Run 1, floorplan with the power grid:
Pins as bars on the die edge.
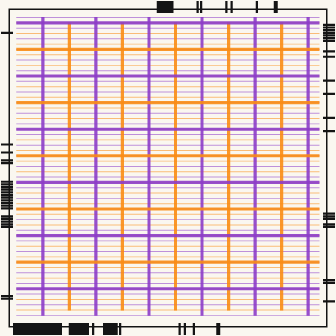
Run 1, placement by cell class:
Scale bar: 50 um.
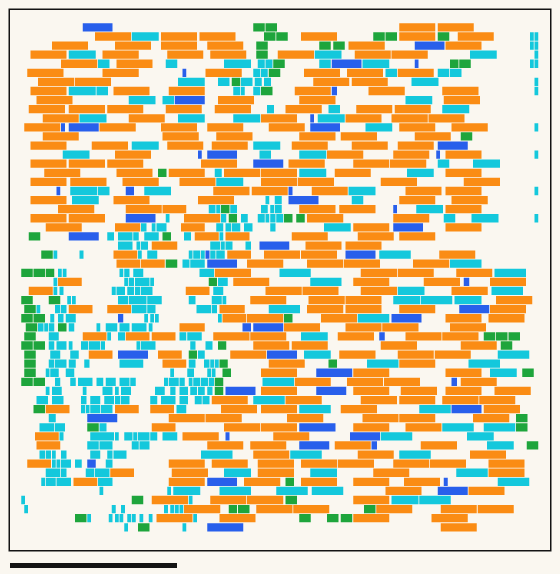
Run 1, clock wires, drivers and flops:
Scale bar: 50 um.
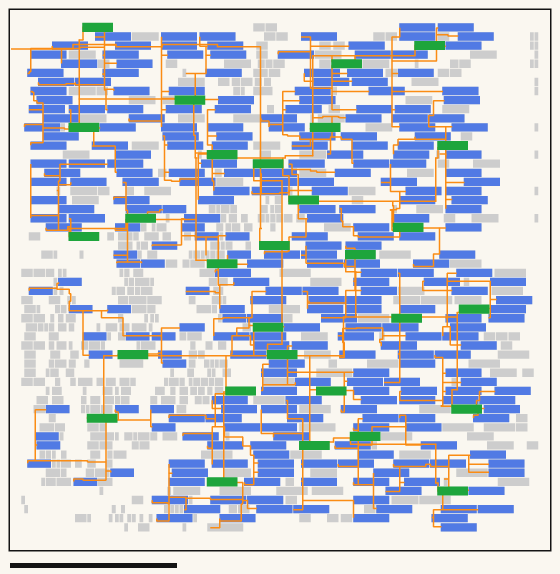
===== config.mk =====
export PLATFORM = sky130hd
export DESIGN_NAME = uart_axil_bridge
export DESIGN_NICKNAME = d
export VERILOG_FILES = /design/src/rtl/uart_axil_bridge.sv
export SDC_FILE = /design/constraint.sdc
export NUM_CORES = 1
export LEC_CHECK = 0
export ABC_AREA = 0
export CAP_MARGIN = 10
export CORE_MARGIN = 3
export CORE_UTILIZATION = 50
export CTS_CLUSTER_SIZE = 14
export DETAILED_ROUTE_END_ITERATION = 10
export HOLD_SLACK_MARGIN = 0.03
export PLACE_DENSITY_LB_ADDON = 0.05
export SLEW_MARGIN = 40
export SYNTH_ARGS = -nofsm -noshare
export SYNTH_HDL_FRONTEND = slang
export SYNTH_SLANG_ARGS = --single-unit

===== constraint.sdc =====
create_clock -name clk -period 5.5 [get_ports clk]
set_clock_uncertainty 0.15 [all_clocks]
set_input_delay 1.375 -clock clk [delete_from_list [all_inputs] [get_ports clk]]
set_output_delay 1.375 -clock clk [all_outputs]
set_load 0.02 [all_outputs]

===== src/rtl/uart_axil_bridge.sv =====
// AXI-Lite master that polls a memory-mapped UART and moves bytes between its
// RX/TX data registers and a pair of local byte FIFOs facing the CPU.
module uart_axil_bridge #(
   parameter int FIFO_DEPTH = 16,
   parameter int ADDR_W     = 4
) (
   input  logic              clk,
   input  logic              RST_N,
   output logic [ADDR_W-1:0] m_araddr,
   output logic              m_arvalid,
   input  logic              m_arready,
   input  logic [31:0]       m_rdata,
   input  logic [1:0]        m_rresp,
   input  logic              m_rvalid,
   output logic              m_rready,
   output logic [ADDR_W-1:0] m_awaddr,
   output logic              m_awvalid,
   input  logic              m_awready,
   output logic [31:0]       m_wdata,
   output logic [3:0]        m_wstrb,
   output logic              m_wvalid,
   input  logic              m_wready,
   input  logic [1:0]        m_bresp,
   input  logic              m_bvalid,
   output logic              m_bready,
   output logic [7:0]        rx_data,
   output logic              rx_valid,
   input  logic              rx_ready,
   input  logic [7:0]        tx_data,
   input  logic              tx_valid,
   output logic              tx_ready,
   output logic              err
);
   localparam int PW = $clog2(FIFO_DEPTH);
   localparam int CW = PW + 1;
   localparam logic [CW-1:0]     FULL_CNT    = FIFO_DEPTH[CW-1:0];
   localparam logic [ADDR_W-1:0] ADDR_TX     = ADDR_W'(4);
   localparam logic [ADDR_W-1:0] ADDR_STATUS = ADDR_W'(8);

   typedef enum logic [2:0] {IDLE, ST_AR, ST_R, RX_AR, RX_R, TX_W, TX_B} state_t;

   state_t        state_q, state_d;
   logic          rr_q, rr_d;
   logic          err_q, err_d;
   logic          aw_done_q, aw_done_d;
   logic          w_done_q, w_done_d;
   logic [PW-1:0] rx_wr_ptr_q, rx_wr_ptr_d, rx_rd_ptr_q, rx_rd_ptr_d;
   logic [PW-1:0] tx_wr_ptr_q, tx_wr_ptr_d, tx_rd_ptr_q, tx_rd_ptr_d;
   logic [CW-1:0] rx_cnt_q, rx_cnt_d, tx_cnt_q, tx_cnt_d;
   logic [7:0]    rx_mem_q [FIFO_DEPTH];
   logic [7:0]    tx_mem_q [FIFO_DEPTH];

   logic rx_full, rx_empty, tx_full, tx_empty;
   logic rx_push, rx_push_ok, rx_pop_ok;
   logic tx_pop, tx_pop_ok, tx_push_ok;
   logic rx_cand, tx_cand;
   logic unused_rdata;

   assign unused_rdata = ^m_rdata[31:8];

   assign rx_full  = (rx_cnt_q == FULL_CNT);
   assign rx_empty = (rx_cnt_q == '0);
   assign tx_full  = (tx_cnt_q == FULL_CNT);
   assign tx_empty = (tx_cnt_q == '0);

   assign rx_valid = !rx_empty;
   assign rx_data  = rx_mem_q[rx_rd_ptr_q];
   assign tx_ready = !tx_full;
   assign err      = err_q;

   // Outputs are gated by RST_N so a reset aborts the transaction in the same cycle.
   assign m_arvalid = RST_N && (state_q == ST_AR || state_q == RX_AR);
   assign m_araddr  = (RST_N && state_q == ST_AR) ? ADDR_STATUS : '0;
   assign m_rready  = RST_N && (state_q == ST_R || state_q == RX_R);
   assign m_awvalid = RST_N && state_q == TX_W && !aw_done_q;
   assign m_awaddr  = (RST_N && state_q == TX_W) ? ADDR_TX : '0;
   assign m_wvalid  = RST_N && state_q == TX_W && !w_done_q;
   assign m_wdata   = (RST_N && state_q == TX_W) ? {24'h0, tx_mem_q[tx_rd_ptr_q]} : 32'h0;
   assign m_wstrb   = 4'b0001;
   assign m_bready  = RST_N && state_q == TX_B;

   always_comb begin
      state_d   = state_q;
      rr_d      = rr_q;
      err_d     = err_q;
      aw_done_d = aw_done_q;
      w_done_d  = w_done_q;
      rx_push   = 1'b0;
      tx_pop    = 1'b0;
      rx_cand   = 1'b0;
      tx_cand   = 1'b0;
      case (state_q)
         IDLE:  if (!rx_full || !tx_empty) state_d = ST_AR;
         ST_AR: if (m_arready) state_d = ST_R;
         ST_R: begin
            if (m_rvalid) begin
               rx_cand = m_rdata[0] && !rx_full;
               tx_cand = !m_rdata[3] && !tx_empty;
               if (rx_cand && tx_cand) begin
                  state_d = rr_q ? TX_W : RX_AR;
                  rr_d    = !rr_q;
               end else if (rx_cand) begin
                  state_d = RX_AR;
               end else if (tx_cand) begin
                  state_d = TX_W;
               end else begin
                  state_d = IDLE;
               end
            end
         end
         RX_AR: if (m_arready) state_d = RX_R;
         RX_R: begin
            if (m_rvalid) begin
               rx_push = 1'b1;
               state_d = IDLE;
            end
         end
         TX_W: begin
            aw_done_d = aw_done_q || m_awready;
            w_done_d  = w_done_q || m_wready;
            if (aw_done_d && w_done_d) begin
               aw_done_d = 1'b0;
               w_done_d  = 1'b0;
               state_d   = TX_B;
            end
         end
         TX_B: begin
            if (m_bvalid) begin
               tx_pop  = 1'b1;
               state_d = IDLE;
            end
         end
         default: state_d = IDLE;
      endcase
      if (m_rvalid && m_rready && m_rresp != 2'b00) err_d = 1'b1;
      if (m_bvalid && m_bready && m_bresp != 2'b00) err_d = 1'b1;
   end

   // A pop frees a slot in the same cycle, so a full FIFO still accepts a push alongside a pop.
   always_comb begin
      rx_pop_ok   = rx_ready && !rx_empty;
      rx_push_ok  = rx_push && (!rx_full || rx_pop_ok);
      tx_pop_ok   = tx_pop && !tx_empty;
      tx_push_ok  = tx_valid && tx_ready;
      rx_wr_ptr_d = rx_wr_ptr_q + PW'(rx_push_ok);
      rx_rd_ptr_d = rx_rd_ptr_q + PW'(rx_pop_ok);
      rx_cnt_d    = rx_cnt_q + CW'(rx_push_ok) - CW'(rx_pop_ok);
      tx_wr_ptr_d = tx_wr_ptr_q + PW'(tx_push_ok);
      tx_rd_ptr_d = tx_rd_ptr_q + PW'(tx_pop_ok);
      tx_cnt_d    = tx_cnt_q + CW'(tx_push_ok) - CW'(tx_pop_ok);
   end

   always_ff @(posedge clk) begin
      if (!RST_N) begin
         state_q     <= IDLE;
         rr_q        <= 1'b0;
         err_q       <= 1'b0;
         aw_done_q   <= 1'b0;
         w_done_q    <= 1'b0;
         rx_wr_ptr_q <= '0;
         rx_rd_ptr_q <= '0;
         rx_cnt_q    <= '0;
         tx_wr_ptr_q <= '0;
         tx_rd_ptr_q <= '0;
         tx_cnt_q    <= '0;
      end else begin
         state_q     <= state_d;
         rr_q        <= rr_d;
         err_q       <= err_d;
         aw_done_q   <= aw_done_d;
         w_done_q    <= w_done_d;
         rx_wr_ptr_q <= rx_wr_ptr_d;
         rx_rd_ptr_q <= rx_rd_ptr_d;
         rx_cnt_q    <= rx_cnt_d;
         tx_wr_ptr_q <= tx_wr_ptr_d;
         tx_rd_ptr_q <= tx_rd_ptr_d;
         tx_cnt_q    <= tx_cnt_d;
      end
   end

   always_ff @(posedge clk) begin
      if (RST_N && rx_push_ok) rx_mem_q[rx_wr_ptr_q] <= m_rdata[7:0];
      if (RST_N && tx_push_ok) tx_mem_q[tx_wr_ptr_q] <= tx_data;
   end
endmodule


==> design notes, run 1 <==
The run finished with clean final reports. With the met2 wire length at 11,500 um, the met3 layer wire length in the routed design is 1120 um. The largest registers in the layout are rx_mem_q (128), tx_mem_q (128). For reference, the most critical setup path is categorized as primary input to output port.

Detailed-route iteration 0 reported a violation count of 406. The tools report the via count of the first global-routing pass as 6,175. The warning tally printed by Yosys for this design is 0.

The routed layout has 6,111 vias. The synthesized-area fraction occupied by xor and xnor cells was 0.0101; the layout multi-input combinational cell count was 327. The routed design shows a via density per instance of 5.65.

Counting endpoints that fail hold in the final report gives 0. Logic depth along the worst register-to-register path is recorded as 14. The setup check on the worst reg-to-reg path leaves a slack of 2.18 ns. Yosys mapped the design onto 53 distinct sky130hd cell types.

The async set-reset flop share out of synthesis is 0. In the hold report, the worst path ends at rr_q. The ratio of final minimum period to clock period was 0.860; the minimum hold slack was 0.322 ns. For the chip footprint, the log shows 26,100 um2. The met1 global-route usage came out at 0.279. The final-layout fill cell count came out at 1,776. The run gives 256 for the number of enable-type register cells in the synthesized netlist. The combinational power reported by the tool is 875 uW.

The tools report the number of buffers added by the clock tree synthesis step as 29. The part of the total power dissipated in sequential elements is 0.479. Antenna diode count: 0. The relative area of clock buffers and inverters in the final design was 0.0659. Top layer used by detailed routing: met4.

After layout, the clock buffer instance count stands at 36. The first detailed-routing pass took 5 iterations. The floorplan step defined a core boundary enclosing 23,600 um2.

The routability-driven placement congestion ratio came out at 0.781. For the static leakage, the log shows 4.51 nW. The slew at the pin with the worst max-slew slack was 0.788 ns. OpenSTA, run right after detailed placement, puts the worst setup slack at 0.756 ns. The smallest clock period supported by the final layout is computed as 4.73 ns. The run gives 52 for the number of warnings in the stage logs. STA classifies the critical path endpoint as an output port. The run gives 0.248 for the combinational share of cell area. The post-CTS resize count is 0, and the clock network power consumption is 1.89 mW. The final layout report lists a non-clock buffer count of 75. Power share of the combinational group: 0.165.

On the critical path the largest part of the delay comes from buffers and inverters. Post-CTS timing repair inserted 0 buffers for setup. In this run the deepest clock path goes through 3 buffers. Port buffering added 54 buffers.

With the number of cell instances after yosys synthesis at 667, the fraction of post-synthesis cell area in the top cell type by area is 0.635. Counting flops and latches in the post-synthesis netlist gives 289. The logs give 8350 um2 for the register area and 0 ns for the accumulated negative setup slack. The run gives 24,000 um as the total detailed-routing wirelength. The tools report the start of the worst register-to-register path as tx_cnt_q[2]. The biggest cell category by area in the final layout was flip-flops and latches.

The area fraction in compound gates was 0.0197; the max-slew violation count was 0. The number of DRC violations after detailed routing was 0; the global-route wire length before repair was 36,700 um. The worst IR drop on VDD was 0.000229 V; the number of cells on the critical path was 6.

STA reports the tightest min-delay check as being of type flip-flop to flip-flop. At the worst endpoint, the required time is 3.97 ns. The clock reaches the later pin of the worst-skew pair after 0.53 ns.

According to the I/O placement log, the pin count is 113. The number of placed instances, taps included, is 1,028. The final tally of setup violations was 0. The run gives 0.356 for the clock network fraction of total power.

The highest net fanout along the worst path works out to 8. The tools report the proportion of synthesized chip area in sequential cells as 0.690. The worst min-delay path startpoint is rr_q. Looking at the cell usage after synthesis, the top flip-flop cell is sky130_fd_sc_hd__edfxtp_1. The logs give 319 for the number of well-tap cells placed and 0.768 ns for the setup slack of the critical path after layout.

The critical path ends at m_wdata[3]. The clock net in this run drives a total of 289 sinks. Final-layout non-clock buffer area share: 0.0503. Post-synthesis share of cell area spent on and, or, nand and nor gates: 0.0578.

The main area contributors are sky130_fd_sc_hd__edfxtp_1 (63%), sky130_fd_sc_hd__mux4_2 (8.2%), sky130_fd_sc_hd__mux4_1 (6.1%), sky130_fd_sc_hd__dfxtp_1 (5.5%), sky130_fd_sc_hd__buf_4 (2.2%). The total of hold buffers inserted after clock tree synthesis was 0. The area recorded from the Yosys report for this design is 12,100 um2.

CTS placed an instance of sky130_fd_sc_hd__clkbuf_16 at the clock tree root. The finished cells cover 13,900 um2. For this design, the slowest cell found on the critical path is sky130_fd_sc_hd__clkdlybuf4s50_1. The initial antenna violation count is 0.

The number of instances on the worst hold path was 2. The fraction of final layout cells with drive strength greater than 1 was 0.176. Looking at the gate-level netlist, the highest instance count belongs to sky130_fd_sc_hd__edfxtp_1. Once detail routing completed, the nets flagged for antenna violations numbered 0. With the sum of buffers and inverters on the critical path at 3, the sum of routed wire segments on met1 is 10,900 um. The global-route track usage on met3 is 0.0267. Among logic cells in the layout, the one with the most instances is sky130_fd_sc_hd__edfxtp_1.

H-tree level count: 1. Sorting the synthesized cells by how often they occur yields sky130_fd_sc_hd__edfxtp_1 (256), sky130_fd_sc_hd__nor2_1 (49), sky130_fd_sc_hd__mux4_2 (44). The synthesized netlist occupies a cell area of 12,100 um2.

The power report lists the sequential group at 2.53 mW. The total net switching power was 1.30 mW. Cell accounting for the most synthesized area: sky130_fd_sc_hd__edfxtp_1.

By area, the combinational part of the netlist is dominated by multiplexers. The post-synthesis adder-cell area fraction works out to 0.0229. Tracing the worst setup path back leads to its startpoint at RST_N. Synthesis produced a netlist whose cell count is 667. The floorplan utilization was 0.513. Leaving out fill and tap cells, the most frequent cells in the layout are sky130_fd_sc_hd__edfxtp_1 (256), sky130_fd_sc_hd__clkdlybuf4s50_1 (54), sky130_fd_sc_hd__mux4_2 (44), sky130_fd_sc_hd__conb_1 (34), sky130_fd_sc_hd__nor2_1 (32).

The critical path goes through clkdlybuf4s50_1 > nand2_1 > inv_1 > nand2_1 > o22ai_1 > clkdlybuf4s50_1. The tools report the final standard cell utilization of the core as 0.587. The power report lists cell-internal power as 4.00 mW. Highest-power group: sequential cells. The worst flop-to-flop path endpoint was tx_cnt_q[4]. The run gives 0.473 as the remaining max-slew budget at the tightest pin. Layout sequential cell count: 289. For this run, the number of standard cells in the final layout without fillers is 1,081.
Notes on 'floorplan with the power grid' above:
[purple] VSS
[orange] VDD
met5 straps: 11
met1 rails: 57

Notes on 'placement by cell class' above:
[blue] clock drivers and dummy loads | cells: 53
[orange] registers | cells: 289
[green] remaining buffers and delay cells | cells: 75
[cyan] remaining logic cells | cells: 345

Notes on 'clock wires, drivers and flops' above:
[orange] clock wires | length: 3,100 um
[blue] flip-flops | count: 289
[green] clock-net drivers | count: 29
flops lie: all over the die
routed clock nets: 30

==> run 2, diff against run 1 <==
Settings changed: ABC_CLOCK_PERIOD_IN_PS set to 5500, CORE_MARGIN 3 to unset.
==> run 2 against run 1 <==
Against the previous run: sequential cell count unchanged; critical path depth unchanged; sequential power up 2%; critical path type unchanged; final cell count down 0.19%; die area down 4.9%; global-route usage up 0.75 points.
==> design notes, run 2 <==
The run gives 70 (-6.7%) for the number of ordinary and repair buffers in the finished layout. Layout sequential cell count: 289 (unchanged). The number of distinct library cells after synthesis is 53 (unchanged). With the final-layout fill cell count at 1,775 (-0.056%), the final design instance area without fill is 14,000 um2 (+0.69%). In this run the critical path is formed by clkdlybuf4s50_1 > nand2_1 > inv_1 > nand2_1 > o22ai_1 > clkdlybuf4s50_1. The floorplan utilization was 0.513 (unchanged). The final hold violation count is 0 (unchanged). By count the netlist is led by sky130_fd_sc_hd__edfxtp_1 (256), sky130_fd_sc_hd__nor2_1 (49), sky130_fd_sc_hd__mux4_2 (44). For the clock network fraction of total power, the log shows 0.372 (+0.016).

With the count of routing violations after the opening detailed-route iteration at 357 (-12%), the register area is 8360 um2 (about the same). The highest net fanout along the worst path was 8 (unchanged). Maximum number of buffers from clock root to sink: 3 (unchanged). The logs give 39 (+8.3%) for the count of clock-net buffers in the final layout and 12,100 um2 (unchanged) for the netlist area before placement.

The run gives 113 (unchanged) as the boundary pin count. Total detailed-routing wirelength: 23,000 um (-4.2%). The run gives 0.346 ns (+0.0243 ns) as the minimum hold slack. Kind of critical path: primary input to output port. The area fraction in compound gates came out at 0.0197 (unchanged).

The run gives 0.148 (-0.017) as the power share of the combinational group. For the worst reg-to-reg path, the startpoint reported by OpenROAD is tx_cnt_q[3]. Clock tree synthesis selected as its root buffer the cell sky130_fd_sc_hd__clkbuf_16.

Per the detail_route log, the uppermost layer with routed signals is met4. The kind of cell adding the most delay to the critical path is buffers and inverters. Final-layout non-clock buffer area share: 0.0482 (-0.00213). The via count normalized by instance count is 5.53 (-2.1%), and the final standard cell utilization of the core is 0.591 (+0.00403). The count of antenna-violating nets left after detailed routing is 0 (unchanged). The number of well-tap cells placed came out at 319 (unchanged). The cell accounting for the most synthesized area is sky130_fd_sc_hd__edfxtp_1. The total net switching power was 1.31 mW (+0.57%); the post-CTS repair timing setup buffer count was 0 (unchanged). In the post-synthesis netlist, the cell with the most instances is sky130_fd_sc_hd__edfxtp_1. The largest individual stage delay along the critical path comes from the cell sky130_fd_sc_hd__clkdlybuf4s50_1. The run gives 0.0101 (unchanged) for the synthesized-area fraction occupied by xor and xnor cells.

The tools report the met2 wire length as 11,000 um (-4.7%). The total of hold buffers inserted after clock tree synthesis is 0 (unchanged), and the power of the sequential group is 2.59 mW (+2%). The H-tree level count was 1 (unchanged).

Met3 layer wire length in the routed design: 1220 um (+8.5%). The biggest slice of the total power is consumed by sequential cells. The number of buffers added by the clock tree synthesis step is 30 (+3.4%), and the slew at the pin with the worst max-slew slack is 0.766 ns (-0.0224 ns). For the setup slack of the critical path after layout, the log shows 0.760 ns (-0.00810 ns). The launch point of the worst min-delay path is recorded as rr_q. The number of warnings in the stage logs was 52 (unchanged); the combinational share of cell area was 0.247 (-0.000613).

The tools report the clock network power consumption as 2.01 mW (+6%). The number of cells traversed by the worst register-to-register path is 13 (-1). The post-CTS resize count is 0 (unchanged), and the global-route track usage on met3 is 0.0271 (+0.000428).

The tools report the Yosys warning count as 0 (unchanged). The run gives 35,100 um (-4.3%) as the global-route wire length before repair. The largest registers in the layout are rx_mem_q (128), tx_mem_q (128). The post-synthesis adder-cell area fraction was 0.0229 (unchanged); the async set-reset flop share out of synthesis was 0 (unchanged). The top cell type in the final layout, fill and taps aside, is sky130_fd_sc_hd__edfxtp_1. The endpoint of the worst hold-timing path is rr_q. The flow ran to the end, and the final reports show no timing, DRC or antenna violations.

The sum of buffers and inverters on the critical path is 3 (unchanged). The worst flop-to-flop path endpoint was tx_cnt_q[4]. The via count of the first global-routing pass is 6,106 (-1.1%), and the number of instances on the worst hold path is 2 (unchanged).

With the detailed-router iteration count before antenna repair at 4 (-1), the number of register bits inferred by synthesis is 289 (unchanged). The relative area of clock buffers and inverters in the final design works out to 0.0725 (+0.00663).
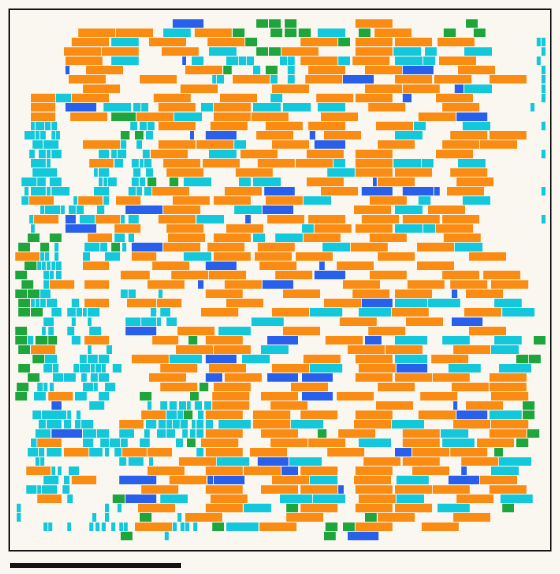
Run 2: placement by cell class
Scale bar: 50 um.
[green] remaining buffers and delay cells | cells: 70
[blue] clock drivers and dummy loads | cells: 56
[cyan] remaining logic cells | cells: 345
[orange] registers | cells: 289

==> run 3, diff against run 2 <==
Settings changed: CORE_UTILIZATION 50 to 40, REMOVE_ABC_BUFFERS set to 1.
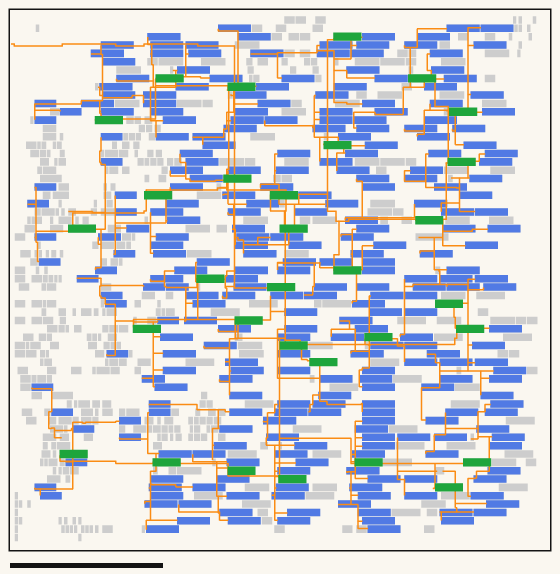
Run 3: clock wires, drivers and flops
Scale bar: 50 um.
[blue] flip-flops | count: 289
[orange] clock wires | length: 3,330 um
[green] clock-net drivers | count: 31
routed clock nets: 32
flops lie: all over the die

==> run 3 against run 2 <==
Against the previous run: via count increased by 0.50%; critical path depth unchanged; clock power decreased by 6%; sequential cell count unchanged; register-to-register slack got worse by 0.09 ns; maximum frequency decreased by 1.2%; clock-buffer cell count decreased by 4; hold slack got worse by 0.026 ns; final cell count increased by 7.0%; first-iteration DRC count increased by 14%; area after synthesis unchanged.
==> design notes, run 3 <==
Summing all placed instances gives a cell area of 13,000 um2. Entering global routing, the biggest net connects 35 pins. Per the OpenROAD power report, leakage power amounts to 4.52 nW. The final antenna diode tally reported by the flow is 0. The timing report gives the worst reg2reg path a setup slack of 2.22 ns.

The cell accounting for the most synthesized area was sky130_fd_sc_hd__edfxtp_1. The tools report the initial antenna violation count as 0. The global-route wire length before repair was 37,600 um (+7.0%); the post-CTS resize count was 0 (unchanged).

Setup slack of the critical path after layout: 0.701 ns (-0.0583 ns). Looking at hold timing, the worst path starts from rr_q. The worst setup path is captured at an output port. Per the CTS log, the root buffer master is sky130_fd_sc_hd__clkbuf_16. Per the timing report, the most critical flop-to-flop path originates at tx_cnt_q[2]. The worst-skew pair later-pin latency came out at 0.54 ns. Total of hold buffers inserted after clock tree synthesis: 0 (unchanged).

The via count normalized by instance count is 5.20 (-6.0%). The detailed-router iteration count before antenna repair was 4 (unchanged); the count of antenna-violating nets left after detailed routing was 0 (unchanged). Slowest library cell on the worst path: sky130_fd_sc_hd__clkdlybuf4s50_1. The highest net fanout along the worst path came out at 8 (unchanged). In this design, the stage delay of the slowest critical-path cell is 0.64 ns. The run gives 1 (unchanged) for the H-tree level count. Yosys warning count: 0 (unchanged). The area fraction in compound gates came out at 0.0197 (unchanged). TritonCTS built the clock tree. The worst register-to-register path ends at tx_cnt_q[4].

The most critical min-delay path falls under flip-flop to flip-flop. Dividing the synthesized area by the synthesized cell count gives 18.2 um2. The number of cells traversed by the worst register-to-register path was 13 (unchanged). The met1 global-route usage is 0.242.

Walking the worst path, the cells encountered are clkdlybuf4s50_1 > nand2_1 > inv_1 > nand2_1 > o22ai_1 > clkdlybuf4s50_1. The synthesized-area fraction occupied by xor and xnor cells was 0.0101 (unchanged); the sum of routed wire segments on met1 was 11,600 um. The number of distinct library cells after synthesis was 53 (unchanged). Top layer used by detailed routing: met4. For the final hold violation count, the log shows 0 (unchanged).

For the minimum setup slack after placement, the log shows 0.709 ns. Kind of critical path: primary input to output port. Counting only logic cells after layout, the most numerous master is sky130_fd_sc_hd__edfxtp_1. The run gives 2,485 (+40%) for the final-layout fill cell count. The run gives 0.356 (-0.016) as the clock network fraction of total power. The run gives 63 as the number of rows in the core area.

The registers reported with the highest flop counts are rx_mem_q (128), tx_mem_q (128). Power of the sequential group: 2.54 mW (-2%). Per STA, the worst path accumulates the most delay in the family buffers and inverters.

The post-synthesis adder-cell area fraction works out to 0.0229 (unchanged). The layout sequential cell count came out at 289 (unchanged). The global-route track usage on met3 came out at 0.0226 (-0.00449). Sorting the synthesis cell report by count puts at the top sky130_fd_sc_hd__edfxtp_1. The run gives 0.768 ns (+0.00212 ns) for the slew at the pin with the worst max-slew slack.

The run gives 863 uW as the power in combinational cells. The number of buffers added by the clock tree synthesis step is 31 (+3.3%). For this run, combinational gates with multiple inputs come to 327.

The boundary pin count is 113 (unchanged). With the post-CTS repair timing setup buffer count at 0 (unchanged), the sum of buffers and inverters on the critical path is 3 (unchanged). The run gives 35 (-10%) for the count of clock-net buffers in the final layout. The cell count after synthesis is 667, and the met3 layer wire length in the routed design is 1280 um (+4.9%).

The total detailed-routing wirelength came out at 24,900 um (+8.4%). The tools report the final design instance area without fill as 14,000 um2 (about the same). The logs give 289 for the TritonCTS sink count and 0 ns for the accumulated negative setup slack. The number of well-tap cells placed is 390 (+22%), and the total net switching power is 1.33 mW (+1.7%). Subtracting the final worst setup slack from the clock period gives 4.80 ns. The remaining max-slew budget at the tightest pin was 0.487; the number of register bits inferred by synthesis was 289 (unchanged). The endpoint of the worst hold-timing path was rr_q. For the count of routing violations after the opening detailed-route iteration, the log shows 407 (+14%).

With the final standard cell utilization of the core at 0.470 (-0.121), the width of the die is 176 um. The run finished with clean final reports. The minimum hold slack was 0.320 ns (-0.0260 ns).

With the via count of the first global-routing pass at 6,243 (+2.2%), the netlist area before placement is 12,100 um2 (unchanged). The number of warnings in the stage logs was 51 (-1.9%). The number of instances on the worst hold path works out to 2 (unchanged).

The power share of the combinational group is 0.163 (+0.015), and the maximum number of buffers from clock root to sink is 3 (unchanged). With the clock network power consumption at 1.89 mW (-6%), the final-layout non-clock buffer area share is 0.0489 (+0.000686). The met2 wire length is 11,600 um (+6.0%), and the combinational share of cell area is 0.247 (-0.000335).

Relative area of clock buffers and inverters in the final design: 0.0666 (-0.00587). The data required time of the worst path is 3.97 ns, and the async set-reset flop share out of synthesis is 0 (unchanged). The logs give 0.407 (-0.105) for the floorplan utilization and 8350 um2 (about the same) for the register area. Ranked by instance count, the synthesized netlist is headed by sky130_fd_sc_hd__edfxtp_1 (256), sky130_fd_sc_hd__nor2_1 (49), sky130_fd_sc_hd__mux4_2 (44).

The highest-power group is sequential cells. The run gives 73 (+4.3%) for the number of ordinary and repair buffers in the finished layout.
No activity file was given, so power comes from the tool's default toggle rates.
